### Sequential cells grouped by signal name

Scale: 2 px per um.
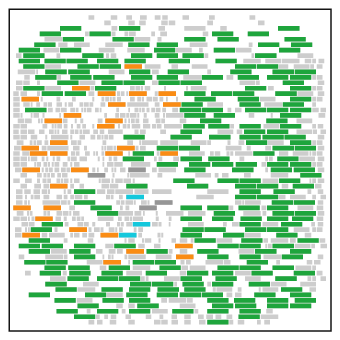
### Routing congestion map

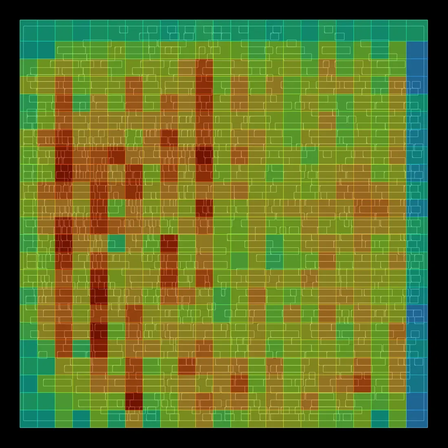
--- src/rtl/fetch_queue_if.sv ---
`default_nettype none
// ============================================================================
//  Module      : fetch_queue_if
//  Description : Bundle of the fetch-stage signals shared by the PC
//                generator/queue, instruction memory and the decode stage.
//                Signal names keep their direction suffix relative to the
//                fetch queue itself.
//  Ports       : start_i, imem_addr_o, imem_instr_i, redirect_i,
//                redirect_pc_i, valid_o, ready_i, instr_o, pc4_o, count_o
//  Modports    : slave  - the fetch queue
//                master - the surrounding core (memory, decode, control)
//  Revision    : 1.0 - initial release
// ============================================================================
interface fetch_queue_if #(
  parameter int ADDR_W = 32,
  parameter int INST_W = 32,
  parameter int DEPTH  = 4
);
  logic                         start_i;
  logic [ADDR_W-1:0]            imem_addr_o;
  logic [INST_W-1:0]            imem_instr_i;
  logic                         redirect_i;
  logic [ADDR_W-1:0]            redirect_pc_i;
  logic                         valid_o;
  logic                         ready_i;
  logic [INST_W-1:0]            instr_o;
  logic [ADDR_W-1:0]            pc4_o;
  logic [$clog2(DEPTH+1)-1:0]   count_o;

  modport slave (
    input  start_i, imem_instr_i, redirect_i, redirect_pc_i, ready_i,
    output imem_addr_o, valid_o, instr_o, pc4_o, count_o
  );

  modport master (
    output start_i, imem_instr_i, redirect_i, redirect_pc_i, ready_i,
    input  imem_addr_o, valid_o, instr_o, pc4_o, count_o
  );
endinterface
`default_nettype wire

--- src/rtl/fetch_queue.sv ---
`default_nettype none
// ============================================================================
//  Module      : fetch_queue
//  Description : Instruction-fetch stage: a PC generator feeding a DEPTH-entry
//                in-order queue of {PC+4, instruction} pairs. Fetch runs ahead
//                of a stalled decode until the queue is full; decode pops the
//                head through valid/ready. A redirect from ID flushes the
//                queue and reloads the PC.
//  Ports       : clk_i  - clock, rising edge
//                rst_i  - asynchronous active-low reset
//                bus    - fetch_queue_if.slave (fetch, memory, decode, redirect)
//  Revision    : 1.0 - initial release
// ============================================================================
module fetch_queue #(
  parameter int                ADDR_W   = 32,
  parameter int                INST_W   = 32,
  parameter int                DEPTH    = 4,
  parameter logic [ADDR_W-1:0] RESET_PC = '0
) (
  input  wire                  clk_i,
  input  wire                  rst_i,
  fetch_queue_if.slave         bus
);

  localparam int c_ptr_w   = $clog2(DEPTH);
  localparam int c_cnt_w   = $clog2(DEPTH+1);
  localparam int c_entry_w = ADDR_W + INST_W;
  localparam logic [c_cnt_w-1:0] c_full  = c_cnt_w'(DEPTH);
  localparam logic [c_cnt_w-1:0] c_cnt_1 = c_cnt_w'(1);
  localparam logic [c_ptr_w-1:0] c_ptr_1 = c_ptr_w'(1);

  logic [ADDR_W-1:0]    r_pc;
  logic [c_ptr_w-1:0]   r_wr_ptr;
  logic [c_ptr_w-1:0]   r_rd_ptr;
  logic [c_cnt_w-1:0]   r_count;
  logic [c_entry_w-1:0] r_mem [DEPTH];

  logic [ADDR_W-1:0]    w_pc4;
  logic                 w_empty;
  logic                 w_full;
  logic                 w_deq;
  logic                 w_fetch;
  logic [c_entry_w-1:0] w_head;

  // Wraps naturally modulo 2^ADDR_W.
  assign w_pc4   = r_pc + ADDR_W'(4);
  assign w_empty = (r_count == '0);
  assign w_full  = (r_count == c_full);
  assign w_deq   = ~w_empty & bus.ready_i;
  // A full queue may still fetch when the head leaves in the same cycle,
  // which keeps throughput unbroken when a stall is released.
  assign w_fetch = bus.start_i & ~bus.redirect_i & (~w_full | w_deq);

  assign w_head          = r_mem[r_rd_ptr];
  assign bus.imem_addr_o = r_pc;
  assign bus.valid_o     = ~w_empty;
  assign bus.instr_o     = w_empty ? '0 : w_head[INST_W-1:0];
  assign bus.pc4_o       = w_empty ? '0 : w_head[c_entry_w-1:INST_W];
  assign bus.count_o     = r_count;

  // Control state. Redirect dominates: same-cycle fetch and dequeue are
  // dropped, so the flushed queue restarts cleanly at the target.
  always_ff @(posedge clk_i or negedge rst_i) begin
    if (!rst_i) begin
      r_pc     <= RESET_PC;
      r_wr_ptr <= '0;
      r_rd_ptr <= '0;
      r_count  <= '0;
    end else if (bus.redirect_i) begin
      r_pc     <= bus.redirect_pc_i;
      r_wr_ptr <= '0;
      r_rd_ptr <= '0;
      r_count  <= '0;
    end else begin
      if (w_fetch) begin
        r_pc     <= w_pc4;
        r_wr_ptr <= r_wr_ptr + c_ptr_1;
      end
      if (w_deq) begin
        r_rd_ptr <= r_rd_ptr + c_ptr_1;
      end
      if (w_fetch && !w_deq) begin
        r_count <= r_count + c_cnt_1;
      end else if (w_deq && !w_fetch) begin
        r_count <= r_count - c_cnt_1;
      end
    end
  end

  // Storage is not reset; the gated head outputs hide stale contents.
  always_ff @(posedge clk_i) begin
    if (w_fetch) begin
      r_mem[r_wr_ptr] <= {w_pc4, bus.imem_instr_i};
    end
  end

endmodule
`default_nettype wire

--- src/flat_wrapper.sv ---
// flat-port wrapper written by rule: the top's interface ports become plain ports
module fetch_queue_flat 
#(
  parameter int                ADDR_W   = 32,
  parameter int                INST_W   = 32,
  parameter int                DEPTH    = 4,
  parameter logic [ADDR_W-1:0] RESET_PC = '0
)
  (clk_i, rst_i, bus_start_i, bus_imem_instr_i, bus_redirect_i, bus_redirect_pc_i, bus_ready_i, bus_imem_addr_o, bus_valid_o, bus_instr_o, bus_pc4_o, bus_count_o);
  fetch_queue_if #(.ADDR_W(ADDR_W), .INST_W(INST_W), .DEPTH(DEPTH)) bus_i ();
  input  wire clk_i;
  input  wire rst_i;
  input wire logic [$bits(bus_i.start_i)-1:0] bus_start_i;
  input wire logic [$bits(bus_i.imem_instr_i)-1:0] bus_imem_instr_i;
  input wire logic [$bits(bus_i.redirect_i)-1:0] bus_redirect_i;
  input wire logic [$bits(bus_i.redirect_pc_i)-1:0] bus_redirect_pc_i;
  input wire logic [$bits(bus_i.ready_i)-1:0] bus_ready_i;
  output wire logic [$bits(bus_i.imem_addr_o)-1:0] bus_imem_addr_o;
  output wire logic [$bits(bus_i.valid_o)-1:0] bus_valid_o;
  output wire logic [$bits(bus_i.instr_o)-1:0] bus_instr_o;
  output wire logic [$bits(bus_i.pc4_o)-1:0] bus_pc4_o;
  output wire logic [$bits(bus_i.count_o)-1:0] bus_count_o;
  assign bus_i.start_i = bus_start_i;
  assign bus_i.imem_instr_i = bus_imem_instr_i;
  assign bus_i.redirect_i = bus_redirect_i;
  assign bus_i.redirect_pc_i = bus_redirect_pc_i;
  assign bus_i.ready_i = bus_ready_i;
  assign bus_imem_addr_o = bus_i.imem_addr_o;
  assign bus_valid_o = bus_i.valid_o;
  assign bus_instr_o = bus_i.instr_o;
  assign bus_pc4_o = bus_i.pc4_o;
  assign bus_count_o = bus_i.count_o;
  fetch_queue #(.ADDR_W(ADDR_W), .INST_W(INST_W), .DEPTH(DEPTH), .RESET_PC(RESET_PC)) u_core (.clk_i(clk_i), .rst_i(rst_i), .bus(bus_i));
endmodule
--- config.mk ---
export PLATFORM = sky130hd
export DESIGN_NAME = fetch_queue_flat
export DESIGN_NICKNAME = d
export VERILOG_FILES = /design/src/rtl/fetch_queue_if.sv /design/src/rtl/fetch_queue.sv /design/src/flat_wrapper.sv
export SDC_FILE = /design/constraint.sdc
export NUM_CORES = 1
export LEC_CHECK = 0
export CORE_UTILIZATION = 50
export DETAILED_ROUTE_END_ITERATION = 10
export GPL_TIMING_DRIVEN = 0
export HOLD_SLACK_MARGIN = 0.1
export PLACE_DENSITY = 0.76
export RECOVER_POWER = 25
export SETUP_SLACK_MARGIN = 0.1
export SLEW_MARGIN = 20
export SYNTH_ARGS = -nofsm -noshare
export SYNTH_HDL_FRONTEND = slang
export SYNTH_SLANG_ARGS = --single-unit
export TNS_END_PERCENT = 1
--- constraint.sdc ---
create_clock -name clk_i -period 3.3 [get_ports clk_i]
set_clock_uncertainty 0.15 [all_clocks]
set_input_delay 0.33 -clock clk_i [delete_from_list [all_inputs] [get_ports clk_i]]
set_output_delay 0.33 -clock clk_i [all_outputs]
set_load 0.05 [all_outputs]
==> flow_summary.ini <==
; physical design summary
[synthesis]
mux_share = 0.119
common_cells = edfxtp_1 (256), and2_1 (67), mux4_2 (64)
synth-edff-count = 256
synth_area_per_cell_um2 = 16.8
top_cell = edfxtp_1
ys.flops = 295
simple_gate_share = 0.104
synth_area_leader_cell = edfxtp_1
area_leaders = edfxtp_1 (61%), mux4_2 (12%), dfrtp_1 (7.8%)
async_flop_share = 0.132
flop_cell = edfxtp_1
syn_area_um2 = 12500

[outcome]
status = complete, but fails checks
violations = capacitance limit, slew limit

[worst_setup_path]
endpoint_kind = output pin
critPathArrivalTime_ps = 2630
path_class = reg -> out
crit_fanout = 10
crit_chain = buf_4 > mux4_2 > and2_1 > clkdlybuf4s50_1
worstSetupStartpointType = flip-flop

[clocking]
root_buffer = clkbuf_16
cts_buffer_depth = 3
cts_buffers = 30
clk_pin_slew_ps = 60

[floorplanning]
die_h_um = 160
tap_cells = 324

[placement]
pre_cts_ws_ps = 26.1
gp_congestion = 0.855
place_hpwl_mm = 18.0
portBuffers = 168
dpl-instance-area_um2 = 14700

[cells_and_area]
nonClockInverterCount = 7
antenna_cells = 0
seq_share = 0.552
seq_area_um2 = 8660
multi_input_comb_area_um2 = 3580
flop-count = 295
stdcell_area_um2 = 15700
drive_above_1_share = 0.171
nets = 1029
sh_comb_area = 0.228

[pwr]
p_leak_nw = 5.41
powerDensity_nw_per_um2 = 721

[flow_run]
drv_cap = 1
log.warning_count = 31

[detailed_routing]
antenna_left = 0
wl_met2_mm = 13.2
wirelength_mm = 27.3
wl_met1_mm = 11.6
drc = 0
wl_met3_mm = 1.88

[timing]
final-max-slew-violation-count = 26
finalSetupViolCount = 0
maxSlewHeadroom = -0.0319
tightestPinTransition_ps = 1550
post-route-period-util = 0.943
fmax_mhz = 322
fin_crit_ps = 3110

[global_routing]
overflow = 0
antenna_found_initial = 0
grtUsageMet2 = 0.356
-- 'Sequential cells grouped by signal name' (at the start) --
Orange marks u_core.bus.imem_addr_o, sequential cells 32. Cyan marks u_core.bus.count_o, sequential cells 3. Green marks u_core.r_mem, sequential cells 256, where all over the die.

-- 'Routing congestion map' (at the start) --
met3 Use GR: 0.0312
met1 usage: 0.309
Top Usage Layer GRT: met2
Layout Utilization: 0.644
gr usage total: 0.219

## critical path, delay by kind of cell, from the launching register on
| family | cells | cell delay (ps) |
|---|---|---|
| buffers and inverters | 2 | 950 |
| flip-flops | 1 | 410 |
| multiplexers | 1 | 540 |
| AND/OR/NAND/NOR | 1 | 190 |
## where the power goes
group	switching, mW	internal, mW
logic	2.33	1.19
registers	0.110	4.28
clock network	1.33	2.08
total	3.76	7.56
## path summary, 6_finish.rpt
check                                           from                         end  slack [ps]  cells past startpoint
setup / recovery                  u_core.r_rd_ptr[0]             bus_instr_o[31]         190                      4
hold / removal                 bus_redirect_pc_i[15]  u_core.bus.imem_addr_o[15]         200                      3
setup reg to reg               u_core.bus.count_o[0]       u_core.bus.count_o[2]         340                      8
hold reg to reg            u_core.bus.imem_addr_o[1]         u_core.r_mem[0][33]         410                      0
max in group asynchronous                      rst_i   u_core.bus.imem_addr_o[0]         650                      4
min in group asynchronous                      rst_i   u_core.bus.imem_addr_o[5]         610                      3
## what timing repair did
item                                    CTS  global route
endpoints found under the setup margin   64             8
setup buffers                             0             0
hold endpoints to repair                 39             0
hold buffers                              3             0
resized                                  81             2
## kinds of logic (layout without fill, tap and decap cells)
group	count (synthesis)	in the layout
flip-flops	295	295
AND/OR/NAND/NOR	223	223
multiplexers	68	68
buffers and inverters	59	289
AND-OR/OR-AND	57	57
XOR/XNOR	38	38
adder cells (fa/ha/maj)	6	6
## flip-flops by register name, summed over array words and instances, names as in the netlist
register	cells
u_core.bus.count_o	3
u_core.bus.imem_addr_o	32
u_core.r_mem	256
u_core.r_rd_ptr	2
u_core.r_wr_ptr	2
## through the flow
stage,utilization,TNS [ps]
2_1_floorplan,-,-39590
3_3_place_gp,0.598,-406570
3_5_place_dp,0.604,0
4_1_cts,0.645,0
5_1_grt,0.644,0
6_report,0.644,0
Power is estimated from default activity; no workload was simulated.
